===== src/rtl/onehot_finish_detector_pkg.sv =====
// Shared types and helpers for the one-hot finish detector.
package onehot_finish_detector_pkg;

    typedef enum logic [1:0] {
        IDLE  = 2'd0,
        CHECK = 2'd1,
        DONE  = 2'd2
    } state_t;

    localparam int STB_W = 4;

    function automatic int idx_w(input int width);
        return (width > 2) ? $clog2(width) : 1;
    endfunction

endpackage


===== src/rtl/onehot_finish_detector_onehot_classify.sv =====
// Combinational zero / one-hot / multi classifier with bit-position encoder.
module onehot_classify
    import onehot_finish_detector_pkg::*;
#(
    parameter  int WIDTH = 4,
    localparam int IDX_W = idx_w(WIDTH)
) (
    input  logic [WIDTH-1:0] i_vec,
    output logic             is_zero,
    output logic             is_onehot,
    output logic             is_multi,
    output logic [IDX_W-1:0] index
);

    logic w_found;

    assign is_zero   = (i_vec == '0);
    assign is_multi  = ((i_vec & (i_vec - WIDTH'(1))) != '0);
    assign is_onehot = !is_zero && !is_multi;

    // Lowest set bit; only meaningful when is_onehot is high.
    always_comb begin
        index   = '0;
        w_found = 1'b0;
        for (int unsigned i = 0; i < WIDTH; i++) begin
            if (i_vec[i] && !w_found) begin
                index   = IDX_W'(i);
                w_found = 1'b1;
            end
        end
    end

endmodule


===== src/rtl/onehot_finish_detector.sv =====
// Watches a qualified vector and finishes once the same one-hot index
// has been seen STABLE consecutive valid samples in a row.
module onehot_finish_detector
    import onehot_finish_detector_pkg::*;
#(
    parameter  int WIDTH  = 4,
    parameter  int STABLE = 2,
    parameter  int CNT_W  = 16,
    localparam int IDX_W  = idx_w(WIDTH)
) (
    input  logic             clk,
    input  logic             rst_n,
    input  logic             start,
    input  logic             in_valid,
    input  logic [WIDTH-1:0] a,
    output logic             busy,
    output logic             is_finished,
    output logic [IDX_W-1:0] idx,
    output logic             err_zero,
    output logic             err_multi,
    output logic [CNT_W-1:0] samples
);

    state_t             r_state,     w_state_nxt;
    logic               r_busy,      w_busy_nxt;
    logic               r_fin,       w_fin_nxt;
    logic [IDX_W-1:0]   r_idx,       w_idx_nxt;
    logic [IDX_W-1:0]   r_prev_idx,  w_prev_idx_nxt;
    logic               r_err_zero,  w_err_zero_nxt;
    logic               r_err_multi, w_err_multi_nxt;
    logic [CNT_W-1:0]   r_samples,   w_samples_nxt;
    logic [STB_W-1:0]   r_stable,    w_stable_nxt;

    logic               w_is_zero;
    logic               w_is_onehot;
    logic               w_is_multi;
    logic [IDX_W-1:0]   w_index;

    onehot_classify #(
        .WIDTH (WIDTH)
    ) u_classify (
        .i_vec     (a),
        .is_zero   (w_is_zero),
        .is_onehot (w_is_onehot),
        .is_multi  (w_is_multi),
        .index     (w_index)
    );

    always_ff @(posedge clk or negedge rst_n) begin
        if (!rst_n) begin
            r_state     <= IDLE;
            r_busy      <= 1'b0;
            r_fin       <= 1'b0;
            r_idx       <= '0;
            r_prev_idx  <= '0;
            r_err_zero  <= 1'b0;
            r_err_multi <= 1'b0;
            r_samples   <= '0;
            r_stable    <= '0;
        end else begin
            r_state     <= w_state_nxt;
            r_busy      <= w_busy_nxt;
            r_fin       <= w_fin_nxt;
            r_idx       <= w_idx_nxt;
            r_prev_idx  <= w_prev_idx_nxt;
            r_err_zero  <= w_err_zero_nxt;
            r_err_multi <= w_err_multi_nxt;
            r_samples   <= w_samples_nxt;
            r_stable    <= w_stable_nxt;
        end
    end

    always_comb begin
        w_state_nxt     = r_state;
        w_idx_nxt       = r_idx;
        w_prev_idx_nxt  = r_prev_idx;
        w_err_zero_nxt  = r_err_zero;
        w_err_multi_nxt = r_err_multi;
        w_samples_nxt   = r_samples;
        w_stable_nxt    = r_stable;

        // start wins in every state, including over a same-cycle sample.
        if (start) begin
            w_state_nxt     = CHECK;
            w_prev_idx_nxt  = '0;
            w_err_zero_nxt  = 1'b0;
            w_err_multi_nxt = 1'b0;
            w_samples_nxt   = '0;
            w_stable_nxt    = '0;
        end else begin
            case (r_state)
                CHECK: begin
                    if (in_valid) begin
                        if (r_samples != '1) begin
                            w_samples_nxt = r_samples + CNT_W'(1);
                        end
                        if (w_is_onehot) begin
                            if ((w_index == r_prev_idx) && (r_stable != '0)) begin
                                w_stable_nxt = r_stable + STB_W'(1);
                            end else begin
                                w_stable_nxt = STB_W'(1);
                            end
                            w_prev_idx_nxt = w_index;
                            if (w_stable_nxt == STB_W'(STABLE)) begin
                                w_state_nxt = DONE;
                                w_idx_nxt   = w_index;
                            end
                        end else begin
                            w_stable_nxt = '0;
                            if (w_is_zero) begin
                                w_err_zero_nxt = 1'b1;
                            end
                            if (w_is_multi) begin
                                w_err_multi_nxt = 1'b1;
                            end
                        end
                    end
                end
                default: ;
            endcase
        end

        w_busy_nxt = (w_state_nxt == CHECK);
        w_fin_nxt  = (w_state_nxt == DONE);
    end

    assign busy        = r_busy;
    assign is_finished = r_fin;
    assign idx         = r_idx;
    assign err_zero    = r_err_zero;
    assign err_multi   = r_err_multi;
    assign samples     = r_samples;

endmodule


===== config.mk =====
export PLATFORM = sky130hd
export DESIGN_NAME = onehot_finish_detector
export DESIGN_NICKNAME = d
export VERILOG_FILES = /design/src/rtl/onehot_finish_detector_pkg.sv /design/src/rtl/onehot_finish_detector_onehot_classify.sv /design/src/rtl/onehot_finish_detector.sv
export SDC_FILE = /design/constraint.sdc
export NUM_CORES = 1
export LEC_CHECK = 0
export CORE_MARGIN = 2
export CORE_UTILIZATION = 53
export CTS_CLUSTER_SIZE = 8
export DETAILED_ROUTE_END_ITERATION = 7
export GPL_TIMING_DRIVEN = 0
export PLACE_DENSITY = 0.79
export SKIP_LAST_GASP = 1
export SLEW_MARGIN = 30
export SYNTH_ARGS = -nofsm -noshare
export SYNTH_HDL_FRONTEND = slang
export SYNTH_HIERARCHICAL = 1
export SYNTH_SLANG_ARGS = --single-unit

===== constraint.sdc =====
create_clock -name clk -period 2.6 [get_ports clk]
set_clock_uncertainty 0.2 [all_clocks]
set_input_delay 0.39 -clock clk [delete_from_list [all_inputs] [get_ports clk]]
set_output_delay 0.39 -clock clk [all_outputs]
set_load 0.01 [all_outputs]

run_1/m1.png
The bar under the picture is 20 um long.
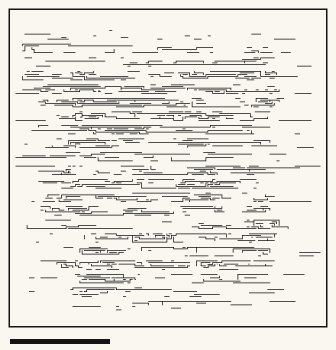
The wires run mostly horizontal. The longest straight run is 28.5 um. 224 nets have wire on it.
wirelength, routed: 4590 um
count of vias placed by the detailed router: 1720

run_1/m2.png
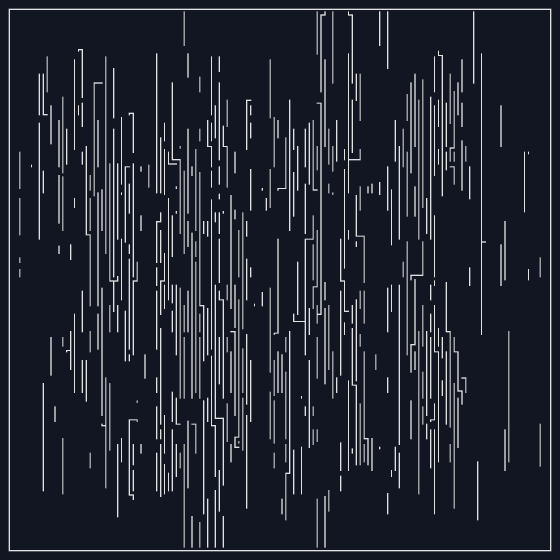
The layer holds 48% of the routed length. 219 nets have wire on it.
global-route met2 utilization: 39.2%

==> flow_metrics.rpt, run 1 <==
FLOW METRICS REPORT
----------------------------------------------------
[Run status]
  Run status ........................ complete, no violations

[Layout]
  Layout fillers ........................ 290
  Nets ........................ 243
  Number of inserted diodes ........................ 0
  Count of inverters not on the clock network in the layout ........................ 6

[STA]
  Number of endpoints failing setup at the final stage ........................ 0
  Min cycle time layout ........................ 2480 ps
  Accumulated negative setup slack ........................ 0 ps

[Setup path]
  Critical path, cell by cell ........................ clkdlybuf4s50_1, nor4b_1, a211o_1, nand2_1, nor4_4, and4b_1, mux2_1
  Category of the most critical setup path ........................ in -> reg
  Startpoint Class ........................ input port
  Critical path destination ........................ idx[1]$_DFFE_PN0P_

[Placement]
  Count of buffers from port buffering ........................ 27

[Route]
  Average wire per cell in the routed design ........................ 16.5 um

[Power and ir drop]
  Part of the total power dissipated in the clock network ........................ about two fifths
  Power of the sequential group ........................ 0.480 mW

[Run]
  Max cap viols ........................ 0

[Logic synthesis]
  Count of different cell masters after synthesis ........................ 52
  Yosys-reported design area after synthesis ........................ 1880 um2

[Global route]
  Number of global-route vias before repair ........................ 1629
  Peak-usage layer in the global routing report ........................ met2

[Die]
  Die X-Extent ........................ 63.5 um

[Clock network]
  Total setup buffers inserted after CTS ........................ 0

[Worst hold path]
  Hold path depth ........................ 4

----------------------------------------------------
run_1/m3.png
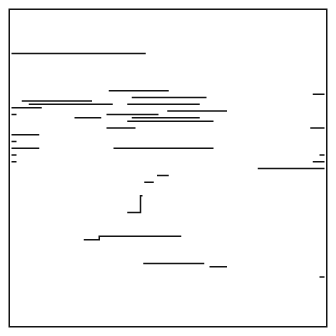
The longest straight run is 26.7 um. The wires run mostly horizontal. 28 nets have wire on it.

run_1/congestion_map.png
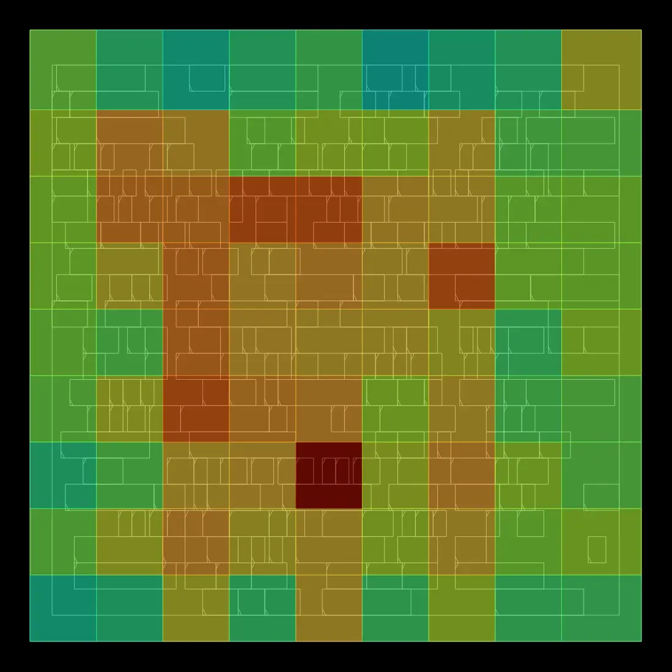

==> run 2: changes to the inputs <==
--- a/config.mk
+++ b/config.mk
@@ -5,6 +5,7 @@
 export SDC_FILE = /design/constraint.sdc
 export NUM_CORES = 1
 export LEC_CHECK = 0
+export CORE_ASPECT_RATIO = 2
 export CORE_MARGIN = 2
 export CORE_UTILIZATION = 53
 export CTS_CLUSTER_SIZE = 8
run_2/congestion_map.png
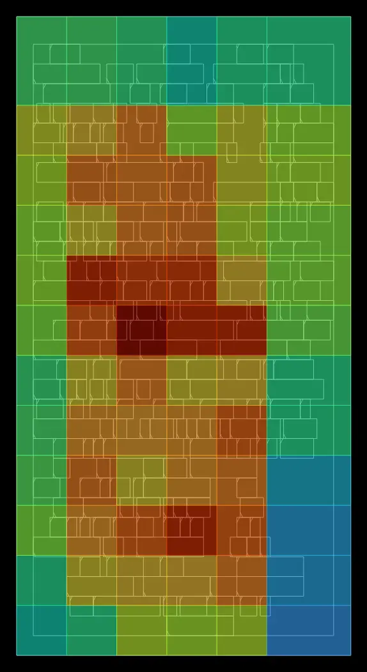
met1 usage in global routing: 25.7%
global-route total usage across every layer: 26.2%
met3 routing resource usage after global routing: 5.36%
post-layout utilization of the core: 69.1%
peak-usage layer in the global routing report: met2

run_2/m2.png
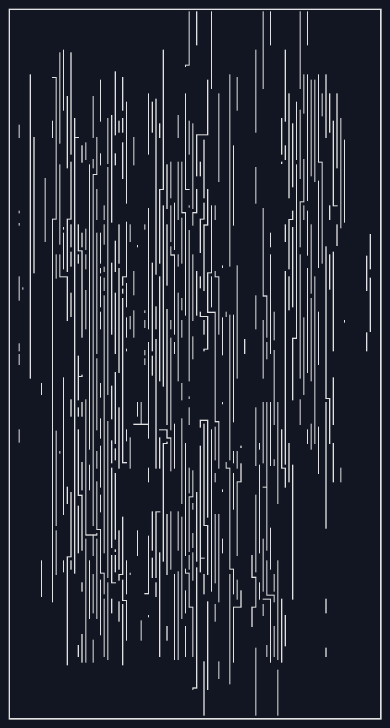
The wires run mostly vertical. The layer holds 57% of the routed length. 216 nets have wire on it.
count of vias placed by the detailed router: 1762
wirelength, routed: 4820 um
global-route met2 utilization: 47.6%

==> run 2 against run 1 <==
  * Register-to-register slack about the same
  * Cell count shrank 4.7%
  * Total power is 7.6% higher
  * Largest power group unchanged
  * Final area increased by 0.76%
==> flow_metrics.rpt, run 2 <==
FLOW METRICS REPORT
----------------------------------------------------
[Run status]
  Run status ........................ complete, no violations

[Layout]
  Count of inverters not on the clock network in the layout ........................ 6 (unchanged)
  Logic cell area ........................ between 1000 and 1500 um2
  Layout fillers ........................ 280 (-3.4%)
  Nets ........................ 243 (unchanged)
  Sequential cell count of the final layout ........................ 30
  Number of inserted diodes ........................ 0 (unchanged)
  Buffers outside the clock class ........................ 39
  Top class by area ........................ multi-input combinational cells
  Multi-input combinational gate total ........................ 150
  Number of flip-flops in the largest register ........................ 16

[Logic synthesis]
  Yosys-reported design area after synthesis ........................ 1880 um2 (unchanged)
  Count of different cell masters after synthesis ........................ 52 (unchanged)
  Synthesized-area fraction occupied by ao, oa, aoi and oai cells ........................ around 17%
  Count of instantiated cells in the yosys netlist ........................ 195
  Number of register bits inferred by synthesis ........................ 30
  Cell types with the highest counts after synthesis ........................ 30 x dfrtp_1, 21 x a21oi_1, 15 x nand2_1
  Simple share ........................ 30.8%

[STA]
  Number of endpoints failing setup at the final stage ........................ 0 (unchanged)
  Accumulated negative setup slack ........................ 0 ps (unchanged)
  Min cycle time layout ........................ 2500 ps (+18.4 ps)

[Setup path]
  Category of the most critical setup path ........................ in -> reg
  Critical path, cell by cell ........................ clkdlybuf4s50_1, nor4b_2, a211o_1, nand2_1, nor4_4, and4b_1, mux2_1
  Startpoint Class ........................ input port
  Critical path destination ........................ idx[0]$_DFFE_PN0P_

[Die]
  Area of the die ........................ 4060 um2
  Initial core utilization ........................ 55.5%
  Die X-Extent ........................ 46.1 um (-27%)

[Route]
  Iteration-0 DRC Markers ........................ 57
  Average wire per cell in the routed design ........................ 18.2 um (+10%)

[Worst hold path]
  Sink of the worst hold path ........................ r_prev_idx[0]$_DFFE_PN0P_
  Hold path depth ........................ 4 (unchanged)

[Global route]
  Number of global-route vias before repair ........................ 1720 (+5.6%)

[Placement]
  Total placed instance area ........................ between 2000 and 2500 um2

[Power and ir drop]
  Clock Power ........................ between 0.4 and 0.5 mW
  Leakage component of the power ........................ between 0.9 and 1 nW
  Post-layout total power ........................ 1.05 mW
  Part of the total power dissipated in the clock network ........................ 44.2% (+4.2 points)
  Power of the sequential group ........................ 0.480 mW (about the same)

[Clock network]
  Clock input transition at the sequential cells of the worst setup and hold paths ........................ 60 ps
  Gates resized, CTS repair ........................ 0
  Total setup buffers inserted after CTS ........................ 2 (+2)

[Run]
  Max cap viols ........................ 0 (unchanged)

----------------------------------------------------
run_2/m1.png
The bar under the picture is 10 um long.
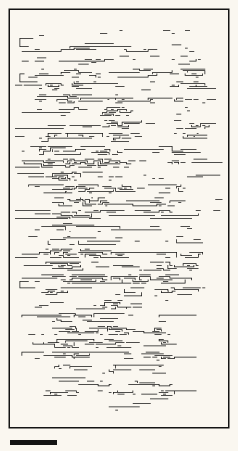

==> run 3: changes to the inputs <==
--- a/config.mk
+++ b/config.mk
@@ -7,11 +7,11 @@
 export LEC_CHECK = 0
 export CORE_ASPECT_RATIO = 2
 export CORE_MARGIN = 2
-export CORE_UTILIZATION = 53
+export CORE_UTILIZATION = 40
 export CTS_CLUSTER_SIZE = 8
 export DETAILED_ROUTE_END_ITERATION = 7
 export GPL_TIMING_DRIVEN = 0
-export PLACE_DENSITY = 0.79
+export PLACE_DENSITY = 0.63
 export SKIP_LAST_GASP = 1
 export SLEW_MARGIN = 30
 export SYNTH_ARGS = -nofsm -noshare
run_3/m1.png
The bar under the picture is 20 um long.
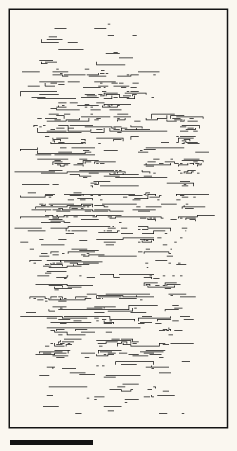
The wires run mostly horizontal. The longest straight run is 22.5 um. 209 nets have wire on it. The layer holds 37% of the routed length.

run_3/m3.png
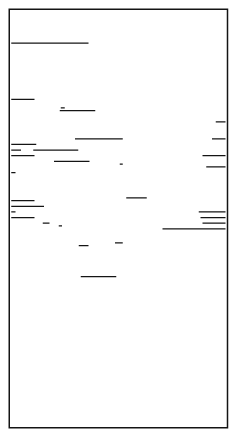
The layer carries 161 um of wire. The longest straight run is 18.4 um. The wires run mostly horizontal.

==> run 3 against run 2 <==
  * Global-route usage is 5.6 points lower
  * Sequential power about the same
  * Worst setup slack improved by 9.4 ps
  * Synthesized cell count unchanged
  * Area after synthesis did not move
  * Sequential cell count unchanged
  * Critical path type unchanged
  * Highest routed layer unchanged
  * Via count fell by 2.2%
  * Wire length decreased by 1.3%
==> flow_metrics.rpt, run 3 <==
FLOW METRICS REPORT
----------------------------------------------------
[Die]
  Area of the die ........................ 5290 um2 (+30%)

[Power and ir drop]
  Power of the sequential group ........................ 0.480 mW (about the same)
  Clock Power ........................ 0.348 mW (-25%)

[Setup path]
  Critical path, cell by cell ........................ clkdlybuf4s50_1, clkbuf_1, clkbuf_1, clkbuf_1, a21oi_1

[Route]
  Iteration-0 DRC Markers ........................ 39 (-32%)

[Layout]
  Number of inserted diodes ........................ 0 (unchanged)
  Layout fillers ........................ 455 (+63%)
  Logic cell area ........................ 1060 um2 (-0.12%)
  Post-layout utilization of the core ........................ 51.3% (-18 points)
  Nets ........................ 244 (+0.41%)
  Top class by area ........................ multi-input combinational cells

[STA]
  Min cycle time layout ........................ 2490 ps (-9.40 ps)

[Global route]
  Global-route met2 utilization ........................ 38.7% (-8.9 points)
  Met3 routing resource usage after global routing ........................ 2.37% (-3.0 points)
  Met1 usage in global routing ........................ 21.6% (-4.1 points)

[Logic synthesis]
  Count of instantiated cells in the yosys netlist ........................ 195 (unchanged)
  Number of register bits inferred by synthesis ........................ 30 (unchanged)
  Yosys-reported design area after synthesis ........................ 1880 um2 (unchanged)

[Clock network]
  Clock input transition at the sequential cells of the worst setup and hold paths ........................ 70 ps (about the same)
  Total setup buffers inserted after CTS ........................ 1 (-1)

[Run status]
  Run status ........................ complete, no violations

----------------------------------------------------
No activity file was given, so power comes from the tool's default toggle rates.
